--- config.mk ---
export PLATFORM = sky130hd
export DESIGN_NAME = march_bist_ctrl
export DESIGN_NICKNAME = d
export VERILOG_FILES = /design/src/rtl/march_bist_ctrl.sv
export SDC_FILE = /design/constraint.sdc
export NUM_CORES = 1
export LEC_CHECK = 0
export CORE_ASPECT_RATIO = 0.7
export CORE_MARGIN = 5
export CORE_UTILIZATION = 40
export DETAILED_ROUTE_END_ITERATION = 16
export PLACE_DENSITY = 0.7
export SLEW_MARGIN = 20
export SYNTH_ARGS = -nofsm -noshare
export SYNTH_HDL_FRONTEND = slang
export SYNTH_SLANG_ARGS = --single-unit
--- constraint.sdc ---
create_clock -name clk -period 1.95 [get_ports clk]
set_clock_uncertainty 0.05 [all_clocks]
set_input_delay 0.39 -clock clk [delete_from_list [all_inputs] [get_ports clk]]
set_output_delay 0.39 -clock clk [all_outputs]
set_load 0.01 [all_outputs]
--- src/rtl/march_bist_ctrl.sv ---
// March C- memory BIST controller: sequences M0-M5 over a 2^size x length memory and flags read mismatches.
// Optional MARCH_FAIL_LOG_EN compiles first-failure address capture; otherwise fail_addr is tied to zero.
module march_bist_ctrl #(
  parameter int size   = 6,
  parameter int length = 8
) (
  input  logic              clk,
  input  logic              rst,
  input  logic              start,
  output logic              csout,
  output logic              rwbarout,
  output logic [size-1:0]   address,
  output logic [length-1:0] dataout,
  input  logic [length-1:0] datain,
  output logic              busy,
  output logic              done,
  output logic              fail,
  output logic [size-1:0]   fail_addr
);

  typedef enum logic [3:0] {IDLE, M0, M1, M2, M3, M4, M5, DRAIN, DONE} state_t;

  localparam logic [size-1:0] ADDR_MAX = '1;

  state_t            state, state_nxt;
  logic [size-1:0]   addr, addr_nxt;
  logic              phase, phase_nxt;
  logic              last_up, last_dn, rd_ones, up, accept;
  logic [length-1:0] exp_data;
  logic [length-1:0] exp_p1;
  logic              vld_p1;
  logic              mismatch;

  function automatic logic [length-1:0] pattern(input logic ones);
    return ones ? {length{1'b1}} : {length{1'b0}};
  endfunction

  assign last_up = (addr == ADDR_MAX);
  assign last_dn = (addr == '0);
  assign address = addr;
  assign accept  = start && ((state == IDLE) || (state == DONE));

  always_comb begin
    state_nxt = state;
    addr_nxt  = addr;
    phase_nxt = phase;
    csout     = 1'b0;
    rwbarout  = 1'b1;
    dataout   = '0;
    exp_data  = '0;
    busy      = 1'b0;
    done      = 1'b0;
    rd_ones   = 1'b0;
    up        = 1'b0;
    case (state)
      IDLE, DONE: begin
        done = (state == DONE);
        if (start) begin
          state_nxt = M0;
          addr_nxt  = '0;
          phase_nxt = 1'b0;
        end
      end
      M0: begin
        busy     = 1'b1;
        csout    = 1'b1;
        rwbarout = 1'b0;
        if (last_up) begin
          state_nxt = M1;
          addr_nxt  = '0;
        end else begin
          addr_nxt = addr + 1'b1;
        end
      end
      // Read/write elements: phase 0 reads, phase 1 writes the complement, then step address.
      M1, M2, M3, M4: begin
        busy      = 1'b1;
        csout     = 1'b1;
        rwbarout  = !phase;
        rd_ones   = (state == M2) || (state == M4);
        up        = (state == M1) || (state == M2);
        exp_data  = pattern(rd_ones);
        dataout   = phase ? pattern(!rd_ones) : '0;
        phase_nxt = !phase;
        if (phase) begin
          if (up ? last_up : last_dn) begin
            case (state)
              M1:      begin state_nxt = M2; addr_nxt = '0;       end
              M2:      begin state_nxt = M3; addr_nxt = ADDR_MAX; end
              M3:      begin state_nxt = M4; addr_nxt = ADDR_MAX; end
              default: begin state_nxt = M5; addr_nxt = '0;       end
            endcase
          end else begin
            addr_nxt = up ? addr + 1'b1 : addr - 1'b1;
          end
        end
      end
      M5: begin
        busy  = 1'b1;
        csout = 1'b1;
        if (last_up) state_nxt = DRAIN;
        else         addr_nxt  = addr + 1'b1;
      end
      DRAIN: begin
        busy      = 1'b1;
        state_nxt = DONE;
      end
      default: state_nxt = IDLE;
    endcase
  end

  always_ff @(posedge clk or posedge rst) begin
    if (rst) begin
      state  <= IDLE;
      addr   <= '0;
      phase  <= 1'b0;
      vld_p1 <= 1'b0;
    end else begin
      state  <= state_nxt;
      addr   <= addr_nxt;
      phase  <= phase_nxt;
      vld_p1 <= csout && rwbarout;
    end
  end

  // ---- stage p1: expected word registered with each read, compared against datain next cycle
  always_ff @(posedge clk) begin
    exp_p1 <= exp_data;
  end

  assign mismatch = vld_p1 && (datain != exp_p1);

  always_ff @(posedge clk or posedge rst) begin
    if (rst)           fail <= 1'b0;
    else if (accept)   fail <= 1'b0;
    else if (mismatch) fail <= 1'b1;
  end

`ifdef MARCH_FAIL_LOG_EN
  logic [size-1:0] addr_p1;

  always_ff @(posedge clk) begin
    addr_p1 <= addr;
  end

  always_ff @(posedge clk or posedge rst) begin
    if (rst)                    fail_addr <= '0;
    else if (accept)            fail_addr <= '0;
    else if (mismatch && !fail) fail_addr <= addr_p1;
  end
`else
  assign fail_addr = '0;
`endif

endmodule
**Nets reached from selected ports**

(6 px per µm)
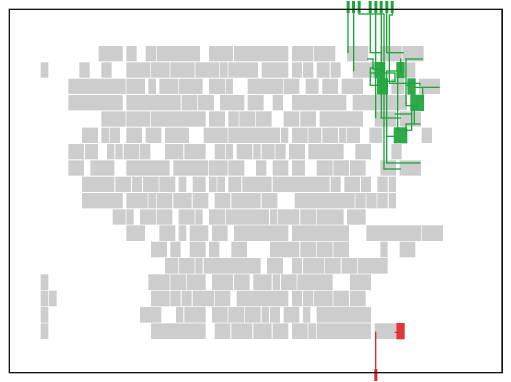
datain -> green  # bits 8, direction input, edge top, end cells 6, buffers 8, wire 214 µm
rst -> red  # bits 1, direction input, edge bottom, end cells 1, buffers 1, wire 6.90 µm

**Where the registers sit**

(3 px per µm)
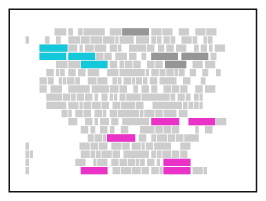
address -> magenta  # placed flops 6
state -> cyan  # placed flops 4, where top left
not coloured = 4

**Clock network drawn from the DEF**

(3 px per µm)
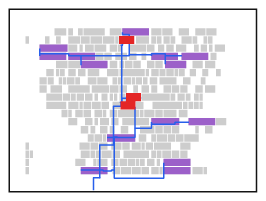
flip-flops -> purple  # count 14
clock wires -> blue  # length 231 µm
clock-net drivers -> red  # count 3
routed clock nets = 4

==> reports/metrics.csv <==
metric;value;unit
status;finished with violations;
failing checks;negative setup slack;
crit-path leading delay family;AND-OR/OR-AND gates;
maximum VDD drop;0.721;mV
max-cap violations;0;
PnR worst setup slack;-95.5;ps
Top cell area share;0.225;
CP max-delay cell;dfrtp_1;
Seq power;507;µW
GR met1 Demand/Resource;0.266;
syn_area_per_cell;8.72;µm²
Clock Sinks;14;
Area Growth Syn to Fin;51.3;%
clock-pin slew on the worst setup and hold paths;70;ps
final setup fails;12;
Yosys chip area;0.00145;mm²
first-pass GRT wire length;7260;µm
Setup TNS Final;-489;ps
Reg power frac;0.151;
CORE AREA;0.00351;mm²
slowest stage delay, CP;430;ps
biggest area cells;dfrtp_1 (22%), buf_4 (6.7%), nor3_1 (3.8%);
CP Max Fanout;4;
initial antenna violation count;0;
Antenna Cells;0;
reg2reg start;state[1]$_DFFE_PP0P_;
logic gate share of total power;0.760;
CP endpoint;state[0]$_DFFE_PP0P_;
Tcrit/Tclk final;1.05;
Async S/R FF share, synth;0.929;
ys flops;14;
Seq share, synth;0.239;
DRC;0;
pwr/cell area;1530;mW/mm²
Top Layout Cells;buf_4 (48), clkdlybuf4s50_1 (17), nand2_1 (13);
net switching power;1460;µW
Synth area leader;dfrtp_1;
cts repair resizes;47;
vias in the first global route;1516;
worst slew pin tran;590;ps
largest net degree at the start of global routing;14;
share of cells above drive strength 1;0.439;
hpwl dp;3400;µm
cells along the critical path;buf_6 > xnor2_2 > buf_4 > o32a_1 > o21ai_2 > mux2i_1 > or3_1;
**Placement view**

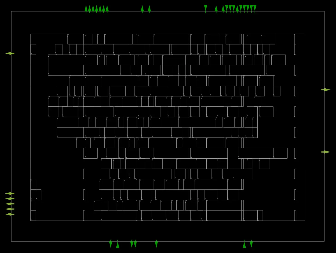
Tapcells: 50
num rows: 18
post-route insts no fill: 287

**Placement by cell class**

(3 px per µm)
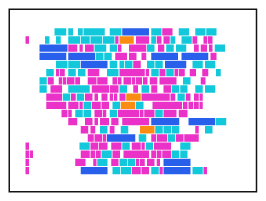
remaining buffers and delay cells -> cyan  # cells 85
clock drivers and dummy loads -> orange  # cells 4
registers -> blue  # cells 14
remaining logic cells -> magenta  # cells 134

-- final cells by class --
cell class	instances	area, µm²	share of cell area
well taps	50	62.6	0.0286
flip-flops and latches	14	349	0.159
multi-input cells	127	977	0.446
clock buffers	4	55.1	0.0251
repair buffers	85	721	0.329
inverters	7	26.3	0.0120
-- kinds of logic after synthesis --
| kind of cell | Yosys count | synth area share |
|---|---|---|
| adder cells (fa/ha/maj) | 2 | 0.0173 |
| flip-flops | 14 | 0.239 |
| buffers and inverters | 30 | 0.175 |
| AND-OR/OR-AND | 46 | 0.252 |
| other | 1 | 0.00259 |
| AND/OR/NAND/NOR | 64 | 0.252 |
| XOR/XNOR | 6 | 0.0415 |
| multiplexers | 3 | 0.0207 |
-- flip-flops by register name, summed over array words and instances (netlist names) --
register,count
exp_p1,1
phase,1
state,4
address,6
vld_p1,1
fail,1
Power is estimated from default activity; no workload was simulated.
